**config.mk**
```make
export PLATFORM = sky130hd
export DESIGN_NAME = avalon_button_led_pio
export DESIGN_NICKNAME = d
export VERILOG_FILES = /design/src/rtl/pio_pkg.sv /design/src/rtl/button_debounce.sv /design/src/rtl/avalon_button_led_pio.sv
export SDC_FILE = /design/constraint.sdc
export NUM_CORES = 1
export LEC_CHECK = 0
export CORE_MARGIN = 1.5
export CORE_UTILIZATION = 25
export CTS_BUF_LIST = sky130_fd_sc_hd__clkbuf_2 sky130_fd_sc_hd__clkbuf_4 sky130_fd_sc_hd__clkbuf_8
export CTS_CLUSTER_DIAMETER = 80
export CTS_CLUSTER_SIZE = 28
export DETAILED_ROUTE_END_ITERATION = 10
export HOLD_SLACK_MARGIN = 0.15
export PLACE_DENSITY = 0.45
export RECOVER_POWER = 25
export SETUP_SLACK_MARGIN = 0.5
export SLEW_MARGIN = 0
export SYNTH_ARGS = -nofsm -noshare
export SYNTH_HDL_FRONTEND = slang
export SYNTH_HIERARCHICAL = 1
export SYNTH_SLANG_ARGS = --single-unit
```
**constraint.sdc**
```tcl
create_clock -name clk_clk -period 1.4 [get_ports clk_clk]
set_input_delay 0.14 -clock clk_clk [delete_from_list [all_inputs] [get_ports clk_clk]]
set_output_delay 0.14 -clock clk_clk [all_outputs]
set_load 0.005 [all_outputs]
```
**src/rtl/pio_pkg.sv**
```systemverilog
// Shared constants for the button/LED PIO: register word addresses, ID magic and bus width.
package pio_pkg;

  localparam int DATA_W = 32;

  localparam logic [2:0] ADDR_STATE   = 3'd0;
  localparam logic [2:0] ADDR_EDGE    = 3'd1;
  localparam logic [2:0] ADDR_MASK    = 3'd2;
  localparam logic [2:0] ADDR_LED     = 3'd3;
  localparam logic [2:0] ADDR_LED_SET = 3'd4;
  localparam logic [2:0] ADDR_LED_CLR = 3'd5;
  localparam logic [2:0] ADDR_BLINK   = 3'd6;
  localparam logic [2:0] ADDR_ID      = 3'd7;

  localparam logic [7:0] ID_MAGIC = 8'hB1;

endpackage

```
**src/rtl/button_debounce.sv**
```systemverilog
// One button channel: two-flop synchroniser, polarity normalisation and a
// stability counter that only lets the debounced state follow a steady input.
module button_debounce #(
  parameter int DEBOUNCE_CYCLES = 50000,
  parameter bit ACTIVE_LOW      = 1'b1
) (
  input  logic clk,
  input  logic rst_n,
  input  logic pin,
  output logic state,
  output logic rise
);

  localparam int              CNT_W      = $clog2(DEBOUNCE_CYCLES);
  localparam logic [CNT_W-1:0] CNT_LAST  = CNT_W'(DEBOUNCE_CYCLES - 1);
  localparam logic            IDLE_LEVEL = ACTIVE_LOW;

  logic             sync_a;
  logic             sync_b;
  logic             pressed;
  logic             settled;
  logic [CNT_W-1:0] cnt;

  // Sync flops reset to the released pin level so reset never looks like a press.
  always_ff @(posedge clk or negedge rst_n) begin
    if (!rst_n) begin
      sync_a <= IDLE_LEVEL;
      sync_b <= IDLE_LEVEL;
    end else begin
      sync_a <= pin;
      sync_b <= sync_a;
    end
  end

  assign pressed = sync_b ^ IDLE_LEVEL;
  assign settled = (pressed != state) && (cnt == CNT_LAST);
  assign rise    = settled && pressed;

  always_ff @(posedge clk or negedge rst_n) begin
    if (!rst_n) begin
      cnt   <= '0;
      state <= 1'b0;
    end else if (pressed == state) begin
      cnt <= '0;
    end else if (cnt == CNT_LAST) begin
      state <= pressed;
      cnt   <= '0;
    end else begin
      cnt <= cnt + CNT_W'(1);
    end
  end

endmodule

```
**src/rtl/avalon_button_led_pio.sv**
```systemverilog
// Avalon-MM button/LED PIO with debounce, press capture, maskable irq and atomic LED set/clear.
// Define BUTTON_PIO_BLINK_EN to add the BLINK register and a 24-bit blink prescaler.
module avalon_button_led_pio
  import pio_pkg::*;
#(
  parameter int NUM_BUTTONS     = 2,
  parameter int NUM_LEDS        = 10,
  parameter int DEBOUNCE_CYCLES = 50000,
  parameter int BTN_ACTIVE_LOW  = 1
) (
  input  logic                   clk_clk,
  input  logic                   reset_reset_n,
  input  logic [2:0]             avs_address,
  input  logic                   avs_read,
  input  logic                   avs_write,
  input  logic [DATA_W-1:0]      avs_writedata,
  output logic [DATA_W-1:0]      avs_readdata,
  output logic                   irq,
  input  logic [NUM_BUTTONS-1:0] button_export,
  output logic [NUM_LEDS-1:0]    led_export
);

  logic [NUM_BUTTONS-1:0] btn_state;
  logic [NUM_BUTTONS-1:0] btn_rise;
  logic [NUM_BUTTONS-1:0] edge_q;
  logic [NUM_BUTTONS-1:0] mask_q;
  logic [NUM_LEDS-1:0]    led_q;
  logic [NUM_BUTTONS-1:0] wdata_btn;
  logic [NUM_LEDS-1:0]    wdata_led;
  logic [DATA_W-1:0]      rd_mux;
  logic [DATA_W-1:0]      id_word;

  // Only the low bits of writedata matter; the reduction keeps the rest visibly consumed.
  wire unused_wdata = ^avs_writedata;

  assign wdata_btn = avs_writedata[NUM_BUTTONS-1:0];
  assign wdata_led = avs_writedata[NUM_LEDS-1:0];
  assign id_word   = {ID_MAGIC, 8'(NUM_LEDS), 8'(NUM_BUTTONS), 8'h00};

  for (genvar i = 0; i < NUM_BUTTONS; i++) begin : g_btn
    button_debounce #(
      .DEBOUNCE_CYCLES(DEBOUNCE_CYCLES),
      .ACTIVE_LOW     (BTN_ACTIVE_LOW != 0)
    ) u_debounce (
      .clk  (clk_clk),
      .rst_n(reset_reset_n),
      .pin  (button_export[i]),
      .state(btn_state[i]),
      .rise (btn_rise[i])
    );
  end

  // A press arriving in the same cycle as a write-1-clear keeps its bit set.
  always_ff @(posedge clk_clk or negedge reset_reset_n) begin
    if (!reset_reset_n) begin
      edge_q <= '0;
      mask_q <= '0;
      irq    <= 1'b0;
    end else begin
      irq <= |(edge_q & mask_q);
      if (avs_write && avs_address == ADDR_MASK) mask_q <= wdata_btn;
      if (avs_write && avs_address == ADDR_EDGE) edge_q <= (edge_q & ~wdata_btn) | btn_rise;
      else                                       edge_q <= edge_q | btn_rise;
    end
  end

  always_ff @(posedge clk_clk or negedge reset_reset_n) begin
    if (!reset_reset_n) begin
      led_q <= '0;
    end else if (avs_write) begin
      case (avs_address)
        ADDR_LED:     led_q <= wdata_led;
        ADDR_LED_SET: led_q <= led_q | wdata_led;
        ADDR_LED_CLR: led_q <= led_q & ~wdata_led;
        default:      led_q <= led_q;
      endcase
    end
  end

`ifdef BUTTON_PIO_BLINK_EN
  logic [NUM_LEDS-1:0] blink_q;
  logic [23:0]         prescale;
  logic                phase;

  always_ff @(posedge clk_clk or negedge reset_reset_n) begin
    if (!reset_reset_n) begin
      blink_q  <= '0;
      prescale <= '0;
      phase    <= 1'b0;
    end else begin
      prescale <= prescale + 24'd1;
      phase    <= phase ^ (&prescale);
      if (avs_write && avs_address == ADDR_BLINK) blink_q <= wdata_led;
    end
  end

  assign led_export = led_q & ~(blink_q & ~{NUM_LEDS{phase}});
`else
  assign led_export = led_q;
`endif

  always_comb begin
    rd_mux = '0;
    case (avs_address)
      ADDR_STATE: rd_mux = DATA_W'(btn_state);
      ADDR_EDGE:  rd_mux = DATA_W'(edge_q);
      ADDR_MASK:  rd_mux = DATA_W'(mask_q);
      ADDR_LED:   rd_mux = DATA_W'(led_q);
`ifdef BUTTON_PIO_BLINK_EN
      ADDR_BLINK: rd_mux = DATA_W'(blink_q);
`endif
      ADDR_ID:    rd_mux = id_word;
      default:    rd_mux = '0;
    endcase
  end

  // Registered read path gives fixed latency 1 and returns pre-write contents.
  always_ff @(posedge clk_clk or negedge reset_reset_n) begin
    if (!reset_reset_n)  avs_readdata <= '0;
    else if (avs_read)   avs_readdata <= rd_mux;
    else                 avs_readdata <= '0;
  end

endmodule

```
**Run 1: clock nets**

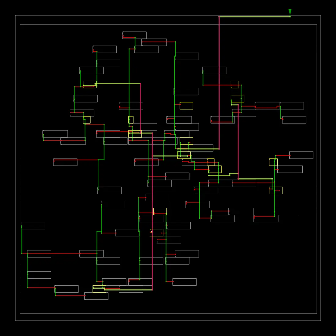
clock group total power: 0.00153 W
CTS Buf Count: 9
number of clock sinks: 64
final-layout clock buffer total: 12

**Run 1: register map, names as in the netlist**

Drawn at 3 px/um. Other sequential cells in the stronger grey, the rest of the logic in the fainter grey.
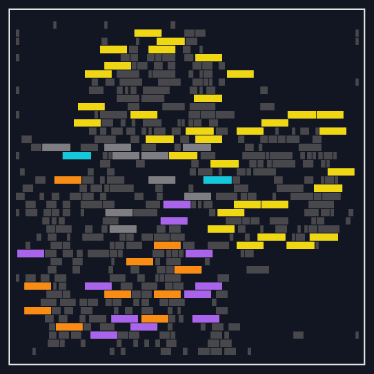
signal	colour	placed flops
led_export	orange	10
g_btn.u_debounce/cnt	yellow	32
avs_readdata	purple	11
g_btn.u_debounce/sync_b	cyan	2
not coloured	9

**Run 1: met2 routing**

Drawn at 3 px/um.
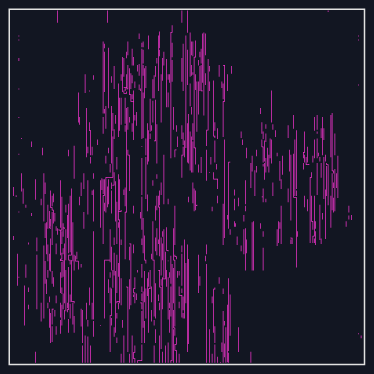
share of all routed wire	50%
nets with wire on the layer	385
main direction	vertical
longest straight run	41.9 um

==> reports/metrics.cfg, run 1 <==
[place]
pre_cts_ws_ns=-0.236
numPortBuffers=45
final_hpwl_dp_um=5250

[cts]
cts_hold_buffers=2
cts_setup_buffers=26

[worst_setup_path]
critPathLaunchType=flop
r2r_end=g_btn[0].u_debounce/cnt[4]$_DFF_PN0_
critical_path.max_stage_delay_ns=0.41

[cells_and_area]
logic_area_um2=1880
final-clk-cell-share_pct=3.77
final_design_area_no_fill_um2=4980

[synthesis]
sequential_area_share_after_synthesis_pct=48.7
yosysWarningCount=6
synth.area.mux_share_pct=2.05

[routing]
detail_route.first_pass.iterations=5

[floorplanning]
floorplan.tapcells=172
chip_area_um2=13900

[hold_path]
worst_hold_path.num_cells=3
worst_hold_path.endpoint=avs_readdata[9]$_DFF_PN0_

[global_routing]
grt_max_degree=31
number_of_antenna_violations_at_the_first_check_in_global_routing=0

[power]
cell_internal_pwr_w=0.00312
power.static_leakage_nw=2.21
combinationalPower_w=0.000787
dominant_power_group=sequential cells

[sta]
finalCritPeriodShare_pct=98.5

[outcome]
outcome=finished clean

[flow_run]
warning_count=51

-- run 1: flip-flops by register name, summed over array words and instances (netlist names) --
register / flops
avs_readdata: 11
edge_q: 2
g_btn.u_debounce/cnt: 32
g_btn.u_debounce/state: 2
g_btn.u_debounce/sync_a: 2
g_btn.u_debounce/sync_b: 2
irq: 1
led_export: 10
mask_q: 2
-- run 1: how the worst max path moves through the flow --
| stage | depth (start not counted) | end | start | slack, ns |
|---|---|---|---|---|
| 3_3_place_gp | 4 | led_export[0]$_DFFE_PN0P_ | avs_write | -0.25 |
| 2_1_floorplan | 5 | g_btn[0].u_debounce/cnt[10]$_DFF_PN0_ | g_btn[0].u_debounce/cnt[10]$_DFF_PN0_ | 0.09 |
| 3_5_place_dp | 4 | led_export[0]$_DFFE_PN0P_ | avs_write | -0.24 |
| 4_1_cts | 4 | g_btn[1].u_debounce/cnt[8]$_DFF_PN0_ | g_btn[1].u_debounce/cnt[10]$_DFF_PN0_ | 0.02 |
| 6_report | 5 | g_btn[0].u_debounce/cnt[4]$_DFF_PN0_ | g_btn[0].u_debounce/cnt[0]$_DFF_PN0_ | 0.02 |
| 5_1_grt | 5 | g_btn[0].u_debounce/cnt[14]$_DFF_PN0_ | g_btn[0].u_debounce/cnt[11]$_DFF_PN0_ | -0.07 |
-- run 1: routing by layer --
layer / global-route usage, % / part of all wire (%)
met1: 15.6 / 45
met2: 20.4 / 50
met3: 3.20 / 2.8
met4: 5.72 / 1.9
met5: 0 / 0
-- run 1: worst min-delay path: cells and delay by family --
| kind | cells | cell delay [ns] |
|---|---|---|
| buf+inv | 2 | 0.27 |
| compound gates | 1 | 0.11 |
**Run 1: cell area per tile**

Drawn at 3 px/um. 12 x 12 tiles, from black (low) to pale yellow (high), 0 to 100% covered.
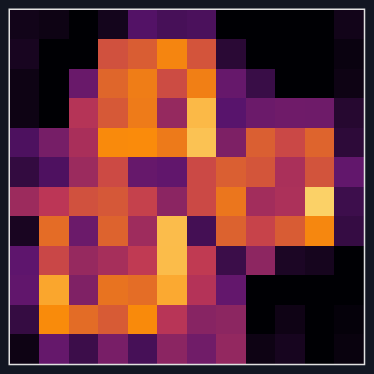

## Run 2: what changed since run 1
Settings changed: CORE_UTILIZATION 25 to 45, PLACE_DENSITY 0.45 to 0.74.
**Run 2: cell area per tile**

Drawn at 4 px/um. 9 x 9 tiles, from black (low) to pale yellow (high), 0 to 100% covered.
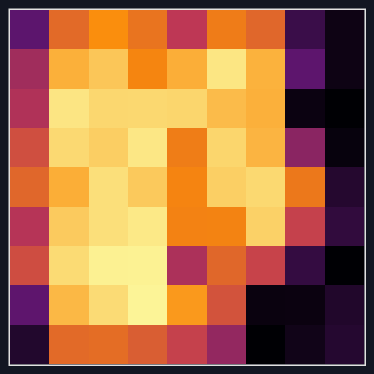
fullest tile	98%
nearly empty tiles	3.7%
emptiest ninth of the die	south-east
mean over tiles	59%
tiles over 75% full	41%

**Run 2: met2 routing**

Drawn at 4 px/um.
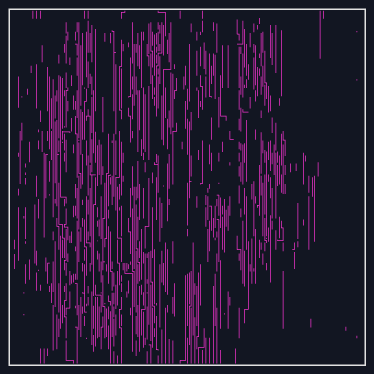
wire length on this layer	4,120 um
share of all routed wire	51%
via count: 2,621
fraction of met2 tracks used by global routing: 32.1%

==> run 2 against run 1 <==
Effect of this change:
- the flow now finishes with violations (negative setup slack)
- clock-buffer cell count shrank 1
- synthesized cell count is the same
- final cell count shrank 15%
- non-clock buffer count shrank 10
- hold slack lost 0.021 ns
- sequential cell count is the same
==> reports/metrics.cfg, run 2 <==
[global_routing]
grt_pass1_wl_um=12300
number_of_antenna_violations_at_the_first_check_in_global_routing=0  ; unchanged
grt_max_degree=65  ; +110%

[place]
pre_cts_ws_ns=-0.225  ; +0.0113 ns
final_hpwl_dp_um=4400  ; -16%
numPortBuffers=45  ; unchanged

[sta]
setup_slack_ns=-0.0120
finalCritPeriodShare_pct=101  ; +2.4 points
report.final.setup_viol=5
fin_setup_tns_ns=-0.0269

[worst_setup_path]
critPathLaunch=g_btn[0].u_debounce/cnt[12]$_DFF_PN0_
worst-path-buf-inv=0
r2r_end=g_btn[0].u_debounce/cnt[15]$_DFF_PN0_
timing.critical_path.depth=4  ; -1
setup.worst_path.end=g_btn[0].u_debounce/cnt[15]$_DFF_PN0_
critPathLaunchType=flop
critical_path.max_stage_delay_ns=0.44  ; +0.03 ns
cp_cell_sequence=and4bb_1, nand4_4, nand2_4, nor2_2

[power]
dominant_power_group=sequential cells
share_comb_of_total_power_pct=17.2
cell_internal_pwr_w=0.00346  ; +11%
combinationalPower_w=0.000798  ; +1%
power.static_leakage_nw=2.09  ; -5.4%
power.ir.vdd_worst_v=0.000566

[flow_run]
warning_count=51  ; unchanged

[synthesis]
yosysWarningCount=6  ; unchanged
sequential_area_share_after_synthesis_pct=48.7  ; unchanged
yosysMostFrequentCell=sky130_fd_sc_hd__dfrtp_1

[routing]
detail_route.first_pass.iterations=4  ; -1

[cells_and_area]
post_route_cells_drive_above_1_share_pct=49.8
registers.top_by_ff_count=g_btn.u_debounce/cnt
logic_area_um2=1850  ; -1.9%
layout_top_cell=sky130_fd_sc_hd__dfrtp_1
largest_register_ff_count=32  ; unchanged

[cts]
cts_inserted_buffers=9  ; unchanged
cts.sink_count=64  ; unchanged
cts_tree=built

[outcome]
failed_checks=negative setup slack
outcome=complete, but fails checks

[hold_path]
worst_hold_path.endpoint=led_export[2]$_DFFE_PN0P_

[floorplanning]
chip_area_um2=7850  ; -43%

**Run 2: clock nets**

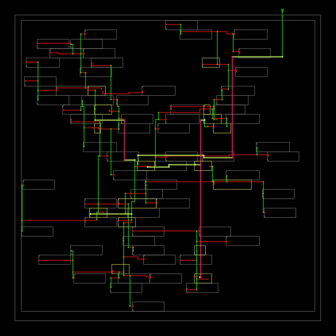
clock latency at the later pin of the worst-skew pair: 0.33 ns
clock group total power: 0.00183 W
count of flip-flops and latches: 64

run 2: cell counts after synthesis:
Identical to the previous run, type by type.
run 2: stage by stage:
| step | cell area, um^2 | hold WS, ns | util, % |
|---|---|---|---|
| after floorplan | 3510 | -0.156 | - |
| after CTS | 4430 | 0.195 | 61.8 |
| final | 4760 | 0.174 | 66.4 |
| after detailed placement | 4000 | 0.181 | 55.7 |
| after global routing | 4760 | 0.190 | 66.4 |
| after global placement | 4000 | 0.182 | 55.7 |
run 2: routing by layer:
layer  up-vias  track usage (%)  part of all wire [%]
met3        15             3.82                   3.6
met4         0             8.38                   1.8
met5         -                0                     0
met2        74             32.1                    51
met1      1319             28.5                    43
li1       1213                -                     -
run 2: cell type report:
cell class,instances,share of cell area [%]
sequential,64,34.0
inverter,16,1.68
clock buffer,11,3.18
multi-input combinational,203,38.8
tap,99,2.60
timing repair buffer,101,18.1
clock inverter,5,1.65
run 2: kinds of logic (layout without fill, tap and decap cells):
| logic type | after synthesis | after routing | share of synthesized area [%] |
|---|---|---|---|
| DFF | 64 | 64 | 48.7 |
| AOI/OAI and AO/OA | 37 | 37 | 9.37 |
| other | 1 | 16 | 0.114 |
| muxes | 4 | 4 | 2.05 |
| adders and majority gates | 2 | 2 | 0.758 |
| xor gates and xnor gates | 30 | 30 | 7.96 |
| buffers and inverters | 46 | 133 | 8.61 |
| and+or+nand+nor | 112 | 114 | 22.4 |
run 2: worst min-delay path: cells and delay by family:
family                 cells  cell delay [ns]
buffers and inverters      2             0.26
AND-OR/OR-AND              1             0.06
run 2: timing repair:
item,in CTS,in global routing
resized,146,65
hold buffers,1,2
gates cloned,1,1
buffers inserted,26,8
endpoints found under the setup margin,85,84
pin swaps,14,23
hold endpoints to repair,64,1
**Run 2: register map, names as in the netlist**

Drawn at 4 px/um. Other sequential cells in the stronger grey, the rest of the logic in the fainter grey.
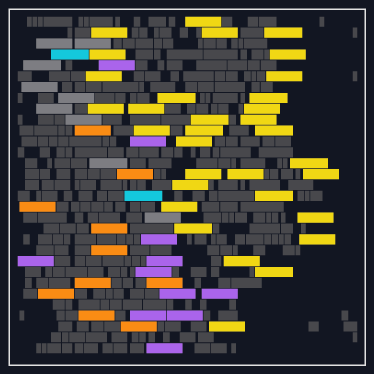

## Run 3: what changed since run 2
Settings changed: CORE_MARGIN 1.5 to not set.
**Run 3: register map, names as in the netlist**

Drawn at 4 px/um. Other sequential cells in the stronger grey, the rest of the logic in the fainter grey.
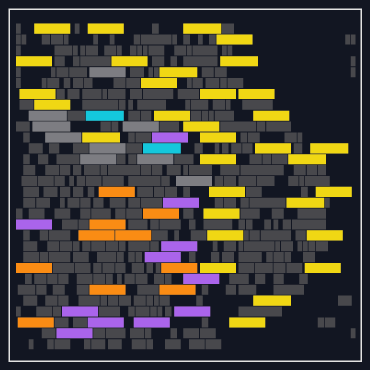
signal	colour	placed flops
g_btn.u_debounce/sync_b	cyan	2
led_export	orange	10
g_btn.u_debounce/cnt	yellow	32
avs_readdata	purple	11
not coloured	9
Seq area share: 34.6%
P_seq: 0.00200 W
flip-flop and latch area: 1620 um^2

**Run 3: PDN straps and rails**

Drawn at 4 px/um. Pins as bars on the die edge.
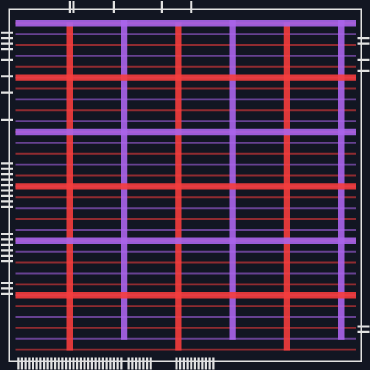
net	colour
VSS	red
VDD	purple
met4 straps	6
met1 rails	31
met5 straps	6
core footprint: 6940 um^2
Die H: 87.6 um
worst supply voltage drop on vdd: 0.000579 V
die width: 87.6 um

**Run 3: met2 routing**

Drawn at 4 px/um.
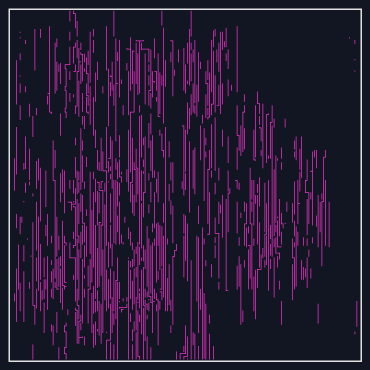
wire length on this layer	4,120 um
main direction	vertical
via count: 2,601
fraction of met2 tracks used by global routing: 35.6%
total detailed-routing wirelength: 7910 um

==> run 3 against run 2 <==
Effect of this change:
- the flow now finishes without violations
- sequential share of layout area increased by 0.62 points
- clock power decreased by 3%
- clock skew decreased by 0.0036 ns
- first-iteration DRC count increased by 25%
- final cell count decreased by 0.60%
- non-clock buffer count unchanged
- die area decreased by 2.2%
- clock-buffer cell count decreased by 1
- hold slack got worse by 0.014 ns
- largest power group unchanged
- sequential power about the same
- sequential cell count unchanged
- global-route usage increased by 1.1 points
==> reports/metrics.cfg, run 3 <==
[routing]
metal1_wirelength_um=3430  ; -0.92%
routed.top_layer=met4
sum_of_met3_wire_segment_lengths_after_detailed_routing_um=262  ; -10%
detail_route.first_pass.iterations=4  ; unchanged

[worst_setup_path]
critPathLaunchType=flop
cp_cell_sequence=nor4bb_4, nand4_4, nand2_4, nor2_1
worst-path-buf-inv=0  ; unchanged
timing.critical_path.depth=4  ; unchanged
setup.worst_path.end=g_btn[1].u_debounce/cnt[0]$_DFF_PN0_
r2r_end=g_btn[1].u_debounce/cnt[0]$_DFF_PN0_

[cells_and_area]
logic_area_um2=1790  ; -3.2%
post_route_cells_drive_above_1_share_pct=48.8  ; -1.0 points

[synthesis]
sequential_area_share_after_synthesis_pct=48.7  ; unchanged
yosysWarningCount=6  ; unchanged

[cts]
clkLatencyLatePin_ns=0.34  ; about the same
cts_tree=built
cts_inserted_buffers=9  ; unchanged

[sta]
fin_setup_tns_ns=0  ; +0.0269 ns
finalCritPeriodShare_pct=99.8  ; -1.0 points

[global_routing]
grt_busiest_layer=met2
groute.layer.met1.usage_pct=28.3  ; -0.12 points
number_of_antenna_violations_at_the_first_check_in_global_routing=0  ; unchanged

[power]
share_comb_of_total_power_pct=16.8  ; -0.4 points

[flow_run]
warning_count=51  ; unchanged

[outcome]
outcome=finished clean

==> run 3: cell counts after synthesis <==
No cell type changed its count.
==> run 3: cells by family after synthesis <==
family          count (synthesis)  share of synthesized area (%)
simple gates                  112                           22.4
compound gates                 37                           9.37
buf+inv                        46                           8.61
flops                          64                           48.7
xor+xnor                       30                           7.96
mux                             4                           2.05
fa+ha+maj                       2                          0.758
other cells                     1                          0.114
==> run 3: per-stage QoR <==
step | area (um^2) | setup WS, ns
after floorplan | 3510 | 0.0865
after global placement | 3990 | -0.162
after detailed placement | 3990 | -0.184
after CTS | 4430 | 0.0363
after global routing | 4670 | -0.0654
final | 4670 | 0.00254
==> run 3: worst min path at each step <==
stage                          start                              endpoint  slack, ns
detailed placement     reset_reset_n  g_btn[1].u_debounce/cnt[9]$_DFF_PN0_       0.18
finish                      avs_read             avs_readdata[9]$_DFF_PN0_       0.16
CTS                 button_export[1]  g_btn[1].u_debounce/sync_a$_DFF_PN1_       0.19
floorplan              reset_reset_n             avs_readdata[0]$_DFF_PN0_      -0.16
global placement       reset_reset_n  g_btn[1].u_debounce/cnt[9]$_DFF_PN0_       0.18
global route                avs_read             avs_readdata[9]$_DFF_PN0_       0.17
==> run 3: timing repair <==
action                                  4_1_cts  5_1_grt
endpoints found under the setup margin       85       84
hold endpoints to repair                     64        1
hold buffers                                  1        1
gates cloned                                  2        0
pin swaps                                    31       24
resized                                     136       56
buffers inserted                             24        9
==> run 3: final cells by class <==
type                    count  area share [%]
well taps                  96            2.57
flip-flops and latches     64            34.6
inverters                  16            1.66
multi-input cells         203            38.3
clock inverters             6            1.77
repair buffers            101            18.2
clock buffers              10            2.95
Power figures rest on the tool's default switching activity, not on a simulated workload.
